m3.png
(3 px per um)
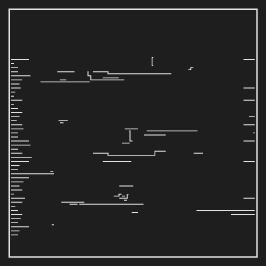
m2.png
(3 px per um) Cells faint in the background.
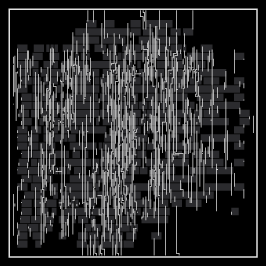
File: src/rtl/incdec_sched.sv
// incdec_sched: shares one 8-bit inc8/dec8 pair among N_REQ requesters that
// need 16-bit +1/-1. Each op runs a low-byte pass, then a high-byte pass
// only when the low byte carries/borrows.
// Optional feature: define INCDEC_SCHED_RR_EN for round-robin arbitration;
// the default build uses fixed priority (lowest index wins).
//
// Handshake: req[i] is a level held until ack[i]; ack[i] is a one-cycle pulse
// in the DONE state with result/wrap valid in that same cycle. Counting the
// cycle in which IDLE samples req as cycle 1, ack is high in cycle 3 (no
// carry/borrow) or cycle 4 (high-byte pass taken).

// 8-bit incrementer with carry out
module inc8 (
   input  logic [7:0] a,
   output logic [7:0] y,
   output logic       cout
);
   assign {cout, y} = {1'b0, a} + 9'd1;
endmodule

// 8-bit decrementer with borrow out
module dec8 (
   input  logic [7:0] a,
   output logic [7:0] y,
   output logic       bout
);
   assign y    = a - 8'd1;
   assign bout = (a == 8'd0);
endmodule

module incdec_sched #(
   parameter int N_REQ = 3,
   parameter int IDW   = 2
) (
   input  logic                 clk,
   input  logic                 rst_n,
   input  logic [N_REQ-1:0]     req,
   input  logic [N_REQ-1:0]     op,
   input  logic [16*N_REQ-1:0]  operand,
   output logic [N_REQ-1:0]     ack,
   output logic [15:0]          result,
   output logic                 wrap,
   output logic [IDW-1:0]       gnt_id,
   output logic                 busy
);

   typedef enum logic [1:0] {S_IDLE, S_LO, S_HI, S_DONE} state_t;

   state_t          state;
   logic [IDW-1:0]  gnt_q;
   logic            op_q;
   logic [15:0]     opnd_q;
   logic [7:0]      lo_q;

   logic            win_vld;
   logic [IDW-1:0]  win_id;
   logic            win_op;
   logic [15:0]     win_opnd;
   logic [N_REQ-1:0] gnt_hot;

   logic [7:0]      byte_in;
   logic [7:0]      inc_y, dec_y, unit_y;
   logic            inc_c, dec_b, unit_c;

`ifdef INCDEC_SCHED_RR_EN
   logic [IDW-1:0]  rr_ptr;
`endif

   // The shared unit sees the low byte in LO and the high byte in HI.
   assign byte_in = (state == S_HI) ? opnd_q[15:8] : opnd_q[7:0];

   inc8 u_inc8 (.a(byte_in), .y(inc_y), .cout(inc_c));
   dec8 u_dec8 (.a(byte_in), .y(dec_y), .bout(dec_b));

   assign unit_y = op_q ? dec_y : inc_y;
   assign unit_c = op_q ? dec_b : inc_c;

   // Pick the winning requester among the asserted requests.
   always_comb begin
      int j;
      j       = 0;
      win_vld = 1'b0;
      win_id  = '0;
      for (int k = 0; k < N_REQ; k++) begin
`ifdef INCDEC_SCHED_RR_EN
         j = int'(rr_ptr) + k;
         if (j >= N_REQ) j = j - N_REQ;
`else
         j = k;
`endif
         if (!win_vld && req[j]) begin
            win_vld = 1'b1;
            win_id  = IDW'(j);
         end
      end
   end

   // Route the winner's op/operand and form the one-hot ack of the grant.
   always_comb begin
      win_op   = 1'b0;
      win_opnd = '0;
      gnt_hot  = '0;
      for (int k = 0; k < N_REQ; k++) begin
         if (IDW'(k) == win_id) begin
            win_op   = op[k];
            win_opnd = operand[16*k +: 16];
         end
         gnt_hot[k] = (IDW'(k) == gnt_q);
      end
   end

   // Sequencer: grant, low-byte pass, optional high-byte pass, ack.
   always_ff @(posedge clk or negedge rst_n) begin
      if (!rst_n) begin
         state  <= S_IDLE;
         gnt_q  <= '0;
         op_q   <= 1'b0;
         opnd_q <= '0;
         lo_q   <= '0;
         ack    <= '0;
         result <= '0;
         wrap   <= 1'b0;
`ifdef INCDEC_SCHED_RR_EN
         rr_ptr <= '0;
`endif
      end else begin
         case (state)
            S_IDLE: begin
               ack <= '0;
               if (win_vld) begin
                  gnt_q  <= win_id;
                  op_q   <= win_op;
                  opnd_q <= win_opnd;
                  state  <= S_LO;
`ifdef INCDEC_SCHED_RR_EN
                  rr_ptr <= (win_id == IDW'(N_REQ-1)) ? '0 : win_id + IDW'(1);
`endif
               end
            end
            S_LO: begin
               if (unit_c) begin
                  lo_q  <= unit_y;
                  state <= S_HI;
               end else begin
                  // No carry/borrow: the high byte passes through unchanged.
                  result <= {opnd_q[15:8], unit_y};
                  wrap   <= 1'b0;
                  ack    <= gnt_hot;
                  state  <= S_DONE;
               end
            end
            S_HI: begin
               result <= {unit_y, lo_q};
               wrap   <= unit_c;
               ack    <= gnt_hot;
               state  <= S_DONE;
            end
            default: begin
               ack   <= '0;
               state <= S_IDLE;
            end
         endcase
      end
   end

   assign gnt_id = gnt_q;
   assign busy   = (state != S_IDLE);

endmodule

File: config.mk
export PLATFORM = sky130hd
export DESIGN_NAME = incdec_sched
export DESIGN_NICKNAME = d
export VERILOG_FILES = /design/src/rtl/incdec_sched.sv
export SDC_FILE = /design/constraint.sdc
export NUM_CORES = 1
export LEC_CHECK = 0
export CORE_MARGIN = 2
export CORE_UTILIZATION = 51
export CTS_BUF_LIST = sky130_fd_sc_hd__clkbuf_4
export CTS_CLUSTER_SIZE = 10
export DETAILED_ROUTE_END_ITERATION = 12
export MAX_ROUTING_LAYER = met4
export PLACE_DENSITY = 0.91
export SLEW_MARGIN = 20
export SYNTH_ARGS = -nofsm -noshare
export SYNTH_HDL_FRONTEND = slang
export SYNTH_HIERARCHICAL = 1
export SYNTH_SLANG_ARGS = --single-unit
File: constraint.sdc
create_clock -name clk -period 3.6 [get_ports clk]
set_input_delay 0.72 -clock clk [delete_from_list [all_inputs] [get_ports clk]]
set_output_delay 0.72 -clock clk [all_outputs]
set_load 0.005 [all_outputs]
==> results.ini <==
[synthesis]
synth_area_mm2 = 0.00311
ys_warn_count = 6
ys_sh_mux_pct = 14.1
yosysMostFrequentCell = dfrtp_1
xor_share_pct = 3.38
syn_nets = 395
ys_area_mm2 = 0.00311

[worst_setup_path]
ff2ff_setup_slack_ns = 0.27
end_kind = register
cp.buffers_inverters = 1
cp.arrival_ns = 3.60

[hold_path]
min_path_type = in2async

[finish]
final-comb-area_mm2 = 0.00174
final_util_pct = 67.0
nFillCells = 463
top_area_cell_class = multi-input combinational cells
design_area_mm2 = 0.00397
drive_gt1_share_pct = 16.8
area_growth_pct = 27.5

[routing]
drc_errors = 0

[power]
p_sw_mw = 1.42
pg_clk_mw = 0.245

[run]
drv_cap = 0

[final_timing]
setup-violations-final = 0

[floorplan]
chipArea_mm2 = 0.00674
initial_core_util_pct = 52.6

[place]
io_buffers = 78
gp_congestion = 0.854

[global_routing]
antenna_found_initial = 0
grt_max_degree = 50

[status]
outcome = finished clean

[cts]
cts.clk_slew.worst_paths_ns = 0.14
cts_tree = built
cts_root_buf = clkbuf_4
cts_sinks = 49
ctsHoldBuffers = 0

Back to the opening pictures, m3.png:
wire length on this layer: 397 um
share of all routed wire: 5.7%
main direction: horizontal
GR Util met3: 3.80%
routed wire length: 6.93 mm
vias: 2,654

Back to the opening pictures, m2.png:
longest straight run: 49.0 um
nets with wire on the layer: 382
GRT met2 Usage: 38.7%

